$ cat src/rtl/mc_pkg.sv
// Shared definitions for the multi-cycle MIPS control FSM: opcodes, state codes,
// ALU operation codes, control-word bit positions and trap cause codes.
// No logic; imported by mc_ctrl_fsm and mc_wait_timer.
package mc_pkg;

  // IR[31:26] opcodes
  localparam logic [5:0] OP_RTYPE = 6'b000000;
  localparam logic [5:0] OP_J     = 6'b000010;
  localparam logic [5:0] OP_JAL   = 6'b000011;
  localparam logic [5:0] OP_BEQ   = 6'b000100;
  localparam logic [5:0] OP_BNE   = 6'b000101;
  localparam logic [5:0] OP_ADDI  = 6'b001000;
  localparam logic [5:0] OP_SLTI  = 6'b001010;
  localparam logic [5:0] OP_ANDI  = 6'b001100;
  localparam logic [5:0] OP_ORI   = 6'b001101;
  localparam logic [5:0] OP_LW    = 6'b100011;
  localparam logic [5:0] OP_SW    = 6'b101011;

  typedef enum logic [3:0] {
    S_IDLE   = 4'd0,
    S_FETCH  = 4'd1,
    S_DECODE = 4'd2,
    S_MEMADR = 4'd3,
    S_MEMRD  = 4'd4,
    S_MEMWB  = 4'd5,
    S_MEMWR  = 4'd6,
    S_EXEC   = 4'd7,
    S_RWB    = 4'd8,
    S_BRANCH = 4'd9,
    S_JUMP   = 4'd10,
    S_IEXEC  = 4'd11,
    S_IWB    = 4'd12,
    S_JAL    = 4'd13,
    S_TRAP   = 4'd14
  } state_t;

  // ALUop encodings
  localparam logic [2:0] ALU_ADD   = 3'b000;
  localparam logic [2:0] ALU_SUB   = 3'b001;
  localparam logic [2:0] ALU_FUNCT = 3'b010;
  localparam logic [2:0] ALU_AND   = 3'b011;
  localparam logic [2:0] ALU_OR    = 3'b100;
  localparam logic [2:0] ALU_SLT   = 3'b101;

  // Control word bit positions (multi-bit fields give their LSB)
  localparam int CTRL_W     = 20;
  localparam int C_PCWC     = 19;
  localparam int C_BRNE     = 18;
  localparam int C_PCW      = 17;
  localparam int C_IORD     = 16;
  localparam int C_MEMRD    = 15;
  localparam int C_MEMWR    = 14;
  localparam int C_M2R_LO   = 12;
  localparam int C_IRW      = 11;
  localparam int C_RDST_LO  = 9;
  localparam int C_REGW     = 8;
  localparam int C_PCSRC_LO = 6;
  localparam int C_ASRCA    = 5;
  localparam int C_ASRCB_LO = 3;
  localparam int C_ALUOP_LO = 0;

  localparam logic [1:0] CAUSE_NONE    = 2'b00;
  localparam logic [1:0] CAUSE_ILLEGAL = 2'b01;
  localparam logic [1:0] CAUSE_TIMEOUT = 2'b10;

  // Opcodes that exist only in the extended instruction set
  function automatic logic is_ext_op(input logic [5:0] op);
    return (op == OP_BNE) || (op == OP_JAL) || (op == OP_SLTI) ||
           (op == OP_ANDI) || (op == OP_ORI);
  endfunction

endpackage

$ cat src/rtl/mc_wait_timer.sv
// Memory wait counter: counts cycles spent waiting on mem_ready, flags the cycle that reaches TIMEOUT.
// Latency: o_expired is combinational from the current count and i_en.
// Backpressure: none; i_clr has priority over i_en, holding i_en low freezes the count.
// Ports: clk, i_rst_n (async active-low), i_clr (sync clear), i_en (count this cycle),
//        o_expired (this increment reaches TIMEOUT).
module mc_wait_timer
  import mc_pkg::*;
#(
  parameter int TIMEOUT = 15
) (
  input  logic clk,
  input  logic i_rst_n,
  input  logic i_clr,
  input  logic i_en,
  output logic o_expired
);

  localparam int TO_W = $clog2(TIMEOUT + 1);

  logic [TO_W-1:0] r_cnt;

  // Count TIMEOUT-1 plus one more waiting cycle equals TIMEOUT.
  assign o_expired = i_en && (r_cnt == TO_W'(TIMEOUT - 1));

  always_ff @(posedge clk or negedge i_rst_n) begin
    if (!i_rst_n) begin
      r_cnt <= '0;
    end else if (i_clr) begin
      r_cnt <= '0;
    end else if (i_en) begin
      r_cnt <= r_cnt + TO_W'(1);
    end
  end

endmodule

$ cat src/rtl/mc_ctrl_fsm.sv
// Multi-cycle MIPS control FSM: decodes IR opcode into a 20-bit control word per state, with traps.
// Latency: ctrl is Moore from state; PC/IR write strobes in FETCH are qualified by memory ready.
// Backpressure: mem_ready holds FETCH/MEMRD/MEMWR (bounded by TIMEOUT); stall freezes state and counter.
// Ports: clk, reset (async active-low), op[5:0], mem_ready, stall -> ctrl[19:0], state[3:0],
//        trap (one cycle in TRAP), trap_cause[1:0] (sticky until next trap), instr_done.
module mc_ctrl_fsm
  import mc_pkg::*;
#(
  parameter int MEM_WAIT = 1,
  parameter int EXT_OPS  = 1,
  parameter int TIMEOUT  = 15
) (
  input  logic        clk,
  input  logic        reset,
  input  logic [5:0]  op,
  input  logic        mem_ready,
  input  logic        stall,
  output logic [19:0] ctrl,
  output logic [3:0]  state,
  output logic        trap,
  output logic [1:0]  trap_cause,
  output logic        instr_done
);

  localparam bit WAIT_EN = (MEM_WAIT != 0);
  localparam bit EXT_EN  = (EXT_OPS != 0);

  state_t      r_state;
  state_t      w_next;
  logic [1:0]  r_trap_cause;
  logic [1:0]  w_cause;
  logic        w_rdy;
  logic        w_wait_en;
  logic        w_expired;
  logic [CTRL_W-1:0] w_ctrl;
  logic        w_done;

  // Without wait support memory is always ready.
  assign w_rdy = mem_ready || !WAIT_EN;

  assign w_wait_en = WAIT_EN && !stall && !mem_ready &&
                     ((r_state == S_FETCH) || (r_state == S_MEMRD) || (r_state == S_MEMWR));

  // Counter restarts whenever the state changes, so each wait phase gets a fresh budget.
  mc_wait_timer #(
    .TIMEOUT (TIMEOUT)
  ) u_wait_timer (
    .clk       (clk),
    .i_rst_n   (reset),
    .i_clr     (w_next != r_state),
    .i_en      (w_wait_en),
    .o_expired (w_expired)
  );

  // Next-state logic; ready is checked before expiry so a late ready still completes.
  always_comb begin
    w_next = r_state;
    if (!stall) begin
      case (r_state)
        S_IDLE:   w_next = S_FETCH;
        S_FETCH:  if (w_rdy) w_next = S_DECODE;
                  else if (w_expired) w_next = S_TRAP;
        S_DECODE: begin
          case (op)
            OP_RTYPE:                            w_next = S_EXEC;
            OP_J:                                w_next = S_JUMP;
            OP_JAL:                              w_next = S_JAL;
            OP_BEQ, OP_BNE:                      w_next = S_BRANCH;
            OP_ADDI, OP_SLTI, OP_ANDI, OP_ORI:   w_next = S_IEXEC;
            OP_LW, OP_SW:                        w_next = S_MEMADR;
            default:                             w_next = S_TRAP;
          endcase
          if (!EXT_EN && is_ext_op(op)) w_next = S_TRAP;
        end
        S_MEMADR: w_next = op[3] ? S_MEMWR : S_MEMRD;
        S_MEMRD:  if (w_rdy) w_next = S_MEMWB;
                  else if (w_expired) w_next = S_TRAP;
        S_MEMWR:  if (w_rdy) w_next = S_FETCH;
                  else if (w_expired) w_next = S_TRAP;
        S_EXEC:   w_next = S_RWB;
        S_IEXEC:  w_next = S_IWB;
        S_MEMWB, S_RWB, S_BRANCH, S_JUMP, S_IWB, S_JAL, S_TRAP:
                  w_next = S_FETCH;
        default:  w_next = S_IDLE;
      endcase
    end
  end

  // Traps are entered only from DECODE (bad opcode) or a memory wait state (timeout).
  assign w_cause = (r_state == S_DECODE) ? CAUSE_ILLEGAL : CAUSE_TIMEOUT;

  always_ff @(posedge clk or negedge reset) begin
    if (!reset) begin
      r_state      <= S_IDLE;
      r_trap_cause <= CAUSE_NONE;
    end else begin
      r_state <= w_next;
      if ((w_next == S_TRAP) && (r_state != S_TRAP)) begin
        r_trap_cause <= w_cause;
      end
    end
  end

  // Control word decode
  always_comb begin
    w_ctrl = '0;
    w_done = 1'b0;
    case (r_state)
      S_FETCH: begin
        w_ctrl[C_MEMRD]                   = 1'b1;
        w_ctrl[C_IRW]                     = w_rdy;
        w_ctrl[C_PCW]                     = w_rdy;
        w_ctrl[C_ASRCB_LO +: 2]           = 2'b01;
        w_ctrl[C_ALUOP_LO +: 3]           = ALU_ADD;
      end
      S_DECODE: begin
        w_ctrl[C_ASRCB_LO +: 2]           = 2'b11;
        w_ctrl[C_ALUOP_LO +: 3]           = ALU_ADD;
      end
      S_MEMADR: begin
        w_ctrl[C_ASRCA]                   = 1'b1;
        w_ctrl[C_ASRCB_LO +: 2]           = 2'b10;
        w_ctrl[C_ALUOP_LO +: 3]           = ALU_ADD;
      end
      S_MEMRD: begin
        w_ctrl[C_MEMRD]                   = 1'b1;
        w_ctrl[C_IORD]                    = 1'b1;
      end
      S_MEMWB: begin
        w_ctrl[C_REGW]                    = 1'b1;
        w_ctrl[C_M2R_LO +: 2]             = 2'b01;
        w_done                            = 1'b1;
      end
      S_MEMWR: begin
        w_ctrl[C_MEMWR]                   = 1'b1;
        w_ctrl[C_IORD]                    = 1'b1;
        w_done                            = w_rdy;
      end
      S_EXEC: begin
        w_ctrl[C_ASRCA]                   = 1'b1;
        w_ctrl[C_ALUOP_LO +: 3]           = ALU_FUNCT;
      end
      S_RWB: begin
        w_ctrl[C_REGW]                    = 1'b1;
        w_ctrl[C_RDST_LO +: 2]            = 2'b01;
        w_done                            = 1'b1;
      end
      S_BRANCH: begin
        w_ctrl[C_ASRCA]                   = 1'b1;
        w_ctrl[C_ALUOP_LO +: 3]           = ALU_SUB;
        w_ctrl[C_PCWC]                    = 1'b1;
        w_ctrl[C_BRNE]                    = op[0];
        w_ctrl[C_PCSRC_LO +: 2]           = 2'b01;
        w_done                            = 1'b1;
      end
      S_JUMP: begin
        w_ctrl[C_PCW]                     = 1'b1;
        w_ctrl[C_PCSRC_LO +: 2]           = 2'b10;
        w_done                            = 1'b1;
      end
      S_IEXEC: begin
        w_ctrl[C_ASRCA]                   = 1'b1;
        w_ctrl[C_ASRCB_LO +: 2]           = 2'b10;
        case (op)
          OP_SLTI: w_ctrl[C_ALUOP_LO +: 3] = ALU_SLT;
          OP_ANDI: w_ctrl[C_ALUOP_LO +: 3] = ALU_AND;
          OP_ORI:  w_ctrl[C_ALUOP_LO +: 3] = ALU_OR;
          default: w_ctrl[C_ALUOP_LO +: 3] = ALU_ADD;
        endcase
      end
      S_IWB: begin
        w_ctrl[C_REGW]                    = 1'b1;
        w_done                            = 1'b1;
      end
      S_JAL: begin
        w_ctrl[C_PCW]                     = 1'b1;
        w_ctrl[C_PCSRC_LO +: 2]           = 2'b10;
        w_ctrl[C_REGW]                    = 1'b1;
        w_ctrl[C_RDST_LO +: 2]            = 2'b10;
        w_ctrl[C_M2R_LO +: 2]             = 2'b10;
        w_done                            = 1'b1;
      end
      default: begin
        w_ctrl = '0;
        w_done = 1'b0;
      end
    endcase

    // A frozen cycle must not commit any architectural state.
    if (stall) begin
      w_ctrl[C_PCW]   = 1'b0;
      w_ctrl[C_PCWC]  = 1'b0;
      w_ctrl[C_IRW]   = 1'b0;
      w_ctrl[C_MEMWR] = 1'b0;
      w_ctrl[C_REGW]  = 1'b0;
      w_done          = 1'b0;
    end
  end

  assign ctrl       = w_ctrl;
  assign state      = r_state;
  assign trap       = (r_state == S_TRAP);
  assign trap_cause = r_trap_cause;
  assign instr_done = w_done;

endmodule

$ cat config.mk
export PLATFORM = sky130hd
export DESIGN_NAME = mc_ctrl_fsm
export DESIGN_NICKNAME = d
export VERILOG_FILES = /design/src/rtl/mc_pkg.sv /design/src/rtl/mc_wait_timer.sv /design/src/rtl/mc_ctrl_fsm.sv
export SDC_FILE = /design/constraint.sdc
export NUM_CORES = 1
export LEC_CHECK = 0
export ABC_AREA = 1
export CELL_PAD_IN_SITES_DETAIL_PLACEMENT = 1
export CELL_PAD_IN_SITES_GLOBAL_PLACEMENT = 2
export CORE_MARGIN = 2
export CORE_UTILIZATION = 25
export DETAILED_ROUTE_END_ITERATION = 16
export GPL_ROUTABILITY_DRIVEN = 0
export GPL_TIMING_DRIVEN = 0
export PLACE_DENSITY = 0.93
export SYNTH_ARGS = -nofsm -noshare
export SYNTH_HDL_FRONTEND = slang
export SYNTH_HIERARCHICAL = 1
export SYNTH_SLANG_ARGS = --single-unit
$ cat constraint.sdc
create_clock -name clk -period 4.2 [get_ports clk]
set_input_delay 0.63 -clock clk [delete_from_list [all_inputs] [get_ports clk]]
set_output_delay 0.63 -clock clk [all_outputs]
set_load 0.1 [all_outputs]
### Clock wiring as the flow saved it

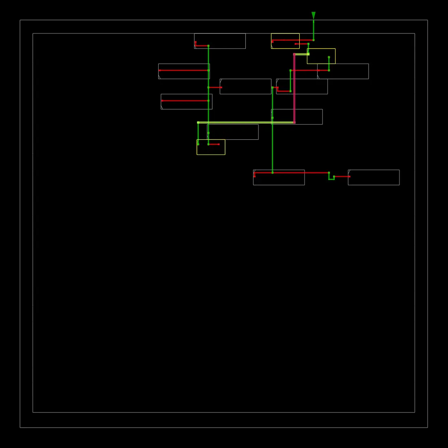
Clock net power: 0.0987 mW
clk sink count: 10

### Clock network drawn from the DEF

Drawn at 8 px/µm.
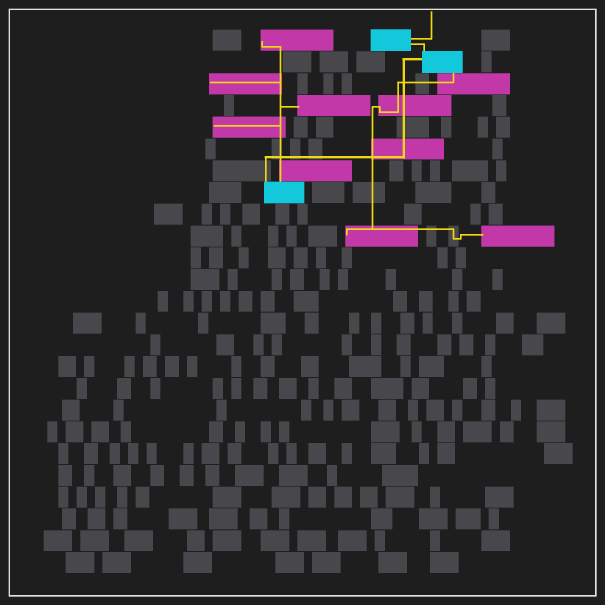
[magenta] flip-flops | count: 10
[cyan] clock-net drivers | count: 3
[yellow] clock wires | length: 145 µm
routed clock nets: 4

==> deck_impl_summary.md <==
Flow Results at a Glance

Logic synthesis
  • Synth Seq Share: 20.9%
  • Commonest flop: dfrtp_1
  • Main logic family: simple AND/OR/NAND/NOR gates
  • Registers, synthesis: 10
  • Syn Inst Count: 197

Clock tree
  • TritonCTS clock tree: done

Floorplanning
  • Core box area: 4660 µm²
  • Die Area: 5350 µm²

Route
  • Initial DRC count: 27
  • Drt total wl: 3620 µm

Power
  • Pwr Density: 838 nW/µm²
  • Power Internal: 0.455 mW
  • Switching portion of total power: 67.8%
  • Total power: 1.41 mW

Placed design
  • Placed inst area: 1650 µm²
  • Placed insts: 287

Final layout
  • Fill count: 609

Final timing
  • Final Max Tran Viols: 0
  • Count of final setup violators: 0

Critical path
  • Reg2reg setup slack: 1.03 ns
  • Worst setup SP type: input pin
  • Worst reg2reg path depth: 23

Status
  • Status: finished clean
[critical path, stage by stage]
cell	delay (ns)
clkdlybuf4s50_1	0.45
clkbuf_1	0.30
nor3_2	0.28
nand2_1	0.06
o21ai_0	0.07
clkdlybuf4s50_1	1.15
[cell type report]
| type | count | share of cell area, % |
|---|---|---|
| buffer | 5 | 2.45 |
| clock buffer | 3 | 2.45 |
| inverter | 33 | 7.64 |
| multi-input combinational | 149 | 47.3 |
| sequential | 10 | 14.8 |
| tap | 54 | 4.00 |
| timing repair buffer | 36 | 21.3 |
[cell families (layout without fill, tap and decap cells)]
kind of cell,count (synthesis),after routing
buf+inv,38,77
compound gates,25,25
flops,10,10
simple gates,122,122
fa+ha+maj,2,2
[flip-flops by register name, summed over array words and instances (netlist names)]
register / flops
u_wait_timer/r_cnt: 4
state: 4
trap_cause: 2
Power is estimated from default activity; no workload was simulated.
